Fig. 1: metal layers overlaid
Drawn at 3 px/µm.
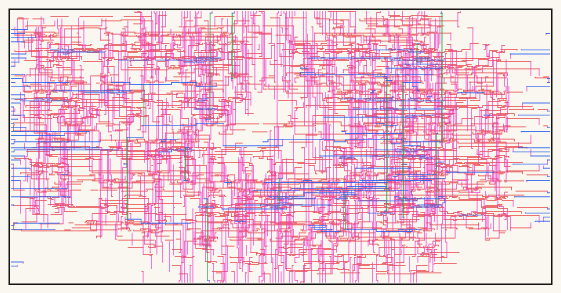
Fig. 2: cell area per tile
Drawn at 3 px/µm. 18 x 9 tiles, from white (low) to dark blue (high), 0 to 100% covered.
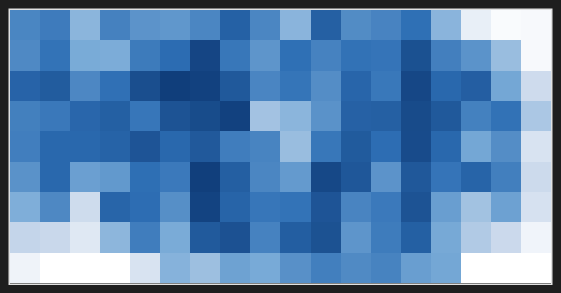
Fig. 3: clock nets
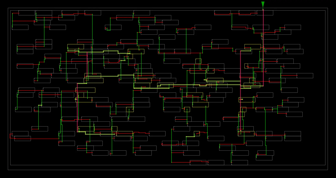
Fig. 4: register map, names as in the netlist
Drawn at 3 px/µm. Other sequential cells in the stronger gray, the rest of the logic in the fainter gray.
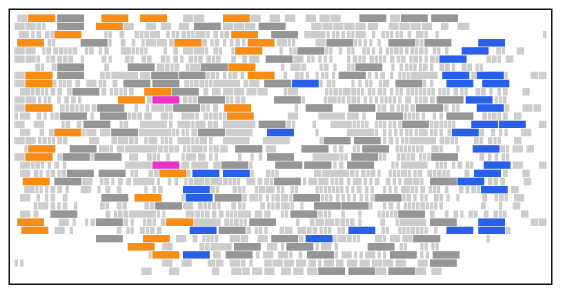
Fig. 5: the metal 4 layer
Drawn at 4 px/µm. Supply wires on this layer in gray. Cells faint in the background.
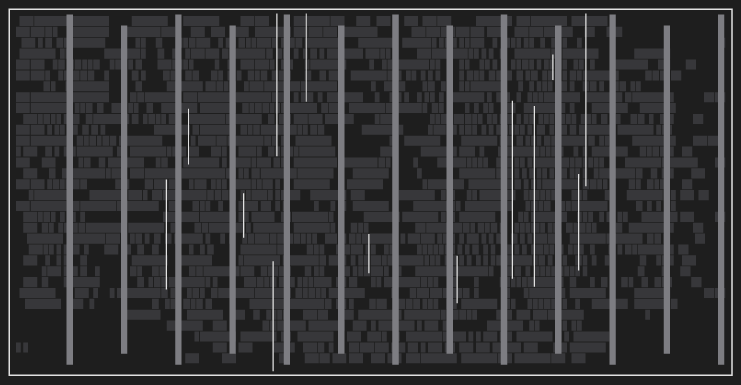
--- src/rtl/if_fetch_stage.sv ---
// if_fetch_stage: instruction-fetch stage with a FETCH/HOLD/DROP request FSM and the IF/ID register.
// Define FETCH_PERF_CNT_EN to add the perf_stall_cnt / perf_flush_cnt counters.
`default_nettype none

module if_fetch_stage #(
  parameter logic [31:0] RESET_PC = 32'h0000_0000
) (
  input  logic        clk,
  input  logic        rstn,
  input  logic        pc_write,
  input  logic        IF_ID_write,
  input  logic        pc_src_branch,
  input  logic [31:0] branch_target,
  output logic        imem_req,
  output logic [31:0] imem_addr,
  input  logic        imem_ready,
  input  logic [31:0] imem_rdata,
  output logic [31:0] IF_ID_pc_plus4,
  output logic [31:0] IF_ID_instr,
  output logic        IF_ID_valid,
`ifdef FETCH_PERF_CNT_EN
  output logic [31:0] perf_stall_cnt,
  output logic [31:0] perf_flush_cnt,
`endif
  output logic        fetch_busy
);

  typedef enum logic [1:0] {
    S_FETCH = 2'd0,
    S_HOLD  = 2'd1,
    S_DROP  = 2'd2
  } state_t;

  state_t      state_q, state_d;
  logic [31:0] pc_q, pc_d;
  logic [31:0] drop_addr_q, drop_addr_d;
  logic [31:0] buf_q, buf_d;
  logic [31:0] ifid_pc4_q, ifid_pc4_d;
  logic [31:0] ifid_instr_q, ifid_instr_d;
  logic        ifid_valid_q, ifid_valid_d;

  logic        accept;
  logic        redirect;
  logic [31:0] pc_plus4;
  logic [31:0] target_aligned;

  assign accept         = pc_write & IF_ID_write;
  assign redirect       = pc_src_branch & IF_ID_write;
  assign pc_plus4       = pc_q + 32'd4;
  assign target_aligned = branch_target & ~32'h0000_0003;

  always_ff @(posedge clk or negedge rstn) begin
    if (!rstn) begin
      state_q      <= S_FETCH;
      pc_q         <= RESET_PC;
      drop_addr_q  <= 32'h0;
      buf_q        <= 32'h0;
      ifid_pc4_q   <= 32'h0;
      ifid_instr_q <= 32'h0;
      ifid_valid_q <= 1'b0;
    end else begin
      state_q      <= state_d;
      pc_q         <= pc_d;
      drop_addr_q  <= drop_addr_d;
      buf_q        <= buf_d;
      ifid_pc4_q   <= ifid_pc4_d;
      ifid_instr_q <= ifid_instr_d;
      ifid_valid_q <= ifid_valid_d;
    end
  end

  always_comb begin
    state_d      = state_q;
    pc_d         = pc_q;
    drop_addr_d  = drop_addr_q;
    buf_d        = buf_q;
    ifid_pc4_d   = ifid_pc4_q;
    ifid_instr_d = ifid_instr_q;
    ifid_valid_d = ifid_valid_q;

    case (state_q)
      S_FETCH: begin
        if (redirect) begin
          pc_d         = target_aligned;
          ifid_instr_d = 32'h0;
          ifid_valid_d = 1'b0;
          if (!imem_ready) begin
            // Request still in flight: remember its address so imem_addr stays stable.
            state_d     = S_DROP;
            drop_addr_d = pc_q;
          end
        end else if (imem_ready) begin
          if (accept) begin
            ifid_pc4_d   = pc_plus4;
            ifid_instr_d = imem_rdata;
            ifid_valid_d = 1'b1;
            pc_d         = pc_plus4;
          end else begin
            buf_d   = imem_rdata;
            state_d = S_HOLD;
            if (IF_ID_write) begin
              ifid_instr_d = 32'h0;
              ifid_valid_d = 1'b0;
            end
          end
        end else if (IF_ID_write) begin
          ifid_instr_d = 32'h0;
          ifid_valid_d = 1'b0;
        end
      end
      S_HOLD: begin
        if (redirect) begin
          pc_d         = target_aligned;
          ifid_instr_d = 32'h0;
          ifid_valid_d = 1'b0;
          state_d      = S_FETCH;
        end else if (accept) begin
          ifid_pc4_d   = pc_plus4;
          ifid_instr_d = buf_q;
          ifid_valid_d = 1'b1;
          pc_d         = pc_plus4;
          state_d      = S_FETCH;
        end
      end
      S_DROP: begin
        if (redirect) begin
          pc_d = target_aligned;
        end
        if (IF_ID_write) begin
          ifid_instr_d = 32'h0;
          ifid_valid_d = 1'b0;
        end
        if (imem_ready) begin
          state_d = S_FETCH;
        end
      end
      default: begin
        state_d = S_FETCH;
      end
    endcase
  end

  assign imem_req       = (state_q != S_HOLD);
  assign imem_addr      = (state_q == S_DROP) ? drop_addr_q : pc_q;
  assign fetch_busy     = (state_q != S_FETCH);
  assign IF_ID_pc_plus4 = ifid_pc4_q;
  assign IF_ID_instr    = ifid_instr_q;
  assign IF_ID_valid    = ifid_valid_q;

`ifdef FETCH_PERF_CNT_EN
  logic [31:0] stall_cnt_q, stall_cnt_d;
  logic [31:0] flush_cnt_q, flush_cnt_d;
  logic        stall_evt;

  assign stall_evt = (state_q == S_HOLD) || ((state_q == S_FETCH) && !imem_ready);

  always_comb begin
    stall_cnt_d = stall_cnt_q;
    flush_cnt_d = flush_cnt_q;
    if (stall_evt && (stall_cnt_q != 32'hFFFF_FFFF)) begin
      stall_cnt_d = stall_cnt_q + 32'd1;
    end
    if (redirect && (flush_cnt_q != 32'hFFFF_FFFF)) begin
      flush_cnt_d = flush_cnt_q + 32'd1;
    end
  end

  always_ff @(posedge clk or negedge rstn) begin
    if (!rstn) begin
      stall_cnt_q <= 32'h0;
      flush_cnt_q <= 32'h0;
    end else begin
      stall_cnt_q <= stall_cnt_d;
      flush_cnt_q <= flush_cnt_d;
    end
  end

  assign perf_stall_cnt = stall_cnt_q;
  assign perf_flush_cnt = flush_cnt_q;
`endif

endmodule

`default_nettype wire
--- config.mk ---
export PLATFORM = sky130hd
export DESIGN_NAME = if_fetch_stage
export DESIGN_NICKNAME = d
export VERILOG_FILES = /design/src/rtl/if_fetch_stage.sv
export SDC_FILE = /design/constraint.sdc
export NUM_CORES = 1
export LEC_CHECK = 0
export ABC_AREA = 1
export CORE_ASPECT_RATIO = 0.5
export CORE_UTILIZATION = 50
export DETAILED_ROUTE_END_ITERATION = 10
export PLACE_DENSITY = 0.87
export SYNTH_ARGS = -nofsm -noshare
export SYNTH_HDL_FRONTEND = slang
export SYNTH_SLANG_ARGS = --single-unit
export TNS_END_PERCENT = 30
--- constraint.sdc ---
create_clock -name clk -period 3.6 [get_ports clk]
set_input_delay 0.72 -clock clk [delete_from_list [all_inputs] [get_ports clk]]
set_output_delay 0.72 -clock clk [all_outputs]
set_load 0.05 [all_outputs]
==> changes_impl.md <==
### Changed

* Run status: finished, final reports clean
* First-pass GRT wire length at 35,500 µm
* Synth Warn # at 0
* Average wire per standard cell at roughly 15 µm
* Design Area, Final at approximately 10,000 µm²
* Largest net degree at the start of global routing at 101
* Post-DP Area at between 9000 and 10,000 µm²
* Slew margin rel. at a little under a third
* Post-CTS resize count at 0
* Gate Count Post-Synth at 1,091
* Max VDD drop at 0.5864 mV
* IO buf count at around 160
* Fmax achieved at ~350 MHz
* H-tree levels at 4
* # Cells Yosys at roughly 1,100
* Fin crit period at between 2 and 3 ns
* Ys flops at about 160
* Startpoint types: flip-flop
* RSZ-0062 raised after global routing: false
* Netlist cell types at 28
* CP max-delay cell: clkdlybuf4s50_1
* Final Hold Viols at 0
* Top cells by area: dfrtp_1 (49%), nand2_1 (19%), o21ai_0 (8.2%)
* Crit path DRT at roughly 2.9 ns
* Max-area cell share at 49.43%
* Critical Path AT at 2.16 ns
* Max-cap check violation count at 0
* Leak at 5.071 nW
* Sw frac at 49.90%
* Setup violators final at 0
* CP Class: flip-flop to primary output
* TNS Setup at 0 ns
* Netlist Area Pre-Place at 7949 µm²
* Clk ins delay skew pair at 0.43 ns
* Most common reg cell: dfrtp_1
* Pre-CTS setup slack at between 0.5 and 0.6 ns
* Slew @ Worst Pin at 1.026 ns
* CTS root buffer: clkbuf_16
* Synth async-reset ratio at 100.0%
* Starting DRC count in detailed routing at around 650
* Syn_area_per_cell at ~7.3 µm²
* CTS tree: built
* Max clock buf depth at 2
* Reg-to-reg startpoint: state_q[1]
* ANT nets after route at 0
* RR Endpoint: buf_q[17]
Notes on Fig. 1 above:
Key: red = M1 [wire length 9,010 µm]; green = M4 [wire length 319 µm]; magenta = M2 [wire length 10,100 µm]; blue = M3 [wire length 1,720 µm]
Vias: 7,627
Routed WL: 21,130 µm
Tot GR Track Use: 26.85%

Notes on Fig. 2 above:
3.7% of the tiles are nearly empty. 32% of the tiles are over 75% full. The fullest tile reaches 94%. The mean over all tiles is 61%.
post-layout util: 66.60%
Core Area: 15,450 µm²
Initial Util: 51.43%

Notes on Fig. 3 above:
TritonCTS buffer count: 17
Clock Skews: 0.01306 ns
Flops: 157
clock sinks: 157
Clock buffer cells: 17

Notes on Fig. 4 above:
Key: blue = drop_addr_q [flops 30]; orange = IF_ID_instr [flops 32]; magenta = state_q [flops 2]
Seq area share: 38.17%
Seq group: 3.17 mW
Storage cell area: 3929 µm²

Notes on Fig. 5 above:
The wires run mostly vertical. The layer carries 319 µm of wire. 11 nets have wire on it.

cell type report:
cell class              count  area [µm²]
clock buffers              17       425.4
inverters                  89       334.1
fillers                  1266        5162
clock inverters            15       196.4
flip-flops and latches    157        3929
well taps                 204       255.2
multi-input cells         790        3450
repair buffers            176        1703
cell families after synthesis:
| family | share of synthesized area, % |
|---|---|
| simple gates | 28.63 |
| fa+ha+maj | 0.7870 |
| flops | 49.43 |
| buf+inv | 7.429 |
| xor+xnor | 0.8815 |
| other cells | 0.04718 |
| compound gates | 12.80 |
metrics by stage:
step | std cells | hold WS (ns)
after detailed placement | 1416 | 0.4625
after floorplan | 1094 | 0.4244
after global placement | 1416 | 0.4582
after global routing | 1448 | 0.4695
after CTS | 1448 | 0.4428
final | 1448 | 0.3872
layer usage:
metal	routed length, µm	share of wire, %	up-vias	GRT usage (%)
met1	9007	43	3566	34.52
met2	10090	48	308	44.74
met4	318	1.5	0	7.764
met5	0	0	-	0
met3	1720	8.1	31	7.220
li1	-	-	3722	-
how the worst max path moves through the flow:
stage	startpoint	end	slack, ns
5_1_grt	state_q[0]	imem_addr[28]	0.55
6_report	state_q[1]	fetch_busy	0.72
2_1_floorplan	state_q[0]	imem_addr[10]	0.83
4_1_cts	state_q[0]	imem_addr[4]	0.72
3_5_place_dp	IF_ID_write	IF_ID_pc_plus4[3]	0.54
3_3_place_gp	IF_ID_write	IF_ID_pc_plus4[2]	0.67
worst max-delay path: cells and delay by family (launching register included):
family / cells / cell delay [ns]
buf+inv: 3 / 1.06
fa+ha+maj: 1 / 0.20
flops: 1 / 0.47
power groups by stage:
stage	clock, mW	sequential (mW)	combinational (mW)
floorplan	0	4.17	2.87
global placement	0	3.13	5.63
detailed placement	0	3.17	5.74
CTS	1.94	3.16	5.77
global route	2.02	3.27	6.21
finish	1.93	3.17	5.75
Power figures rest on the tool's default switching activity, not on a simulated workload.
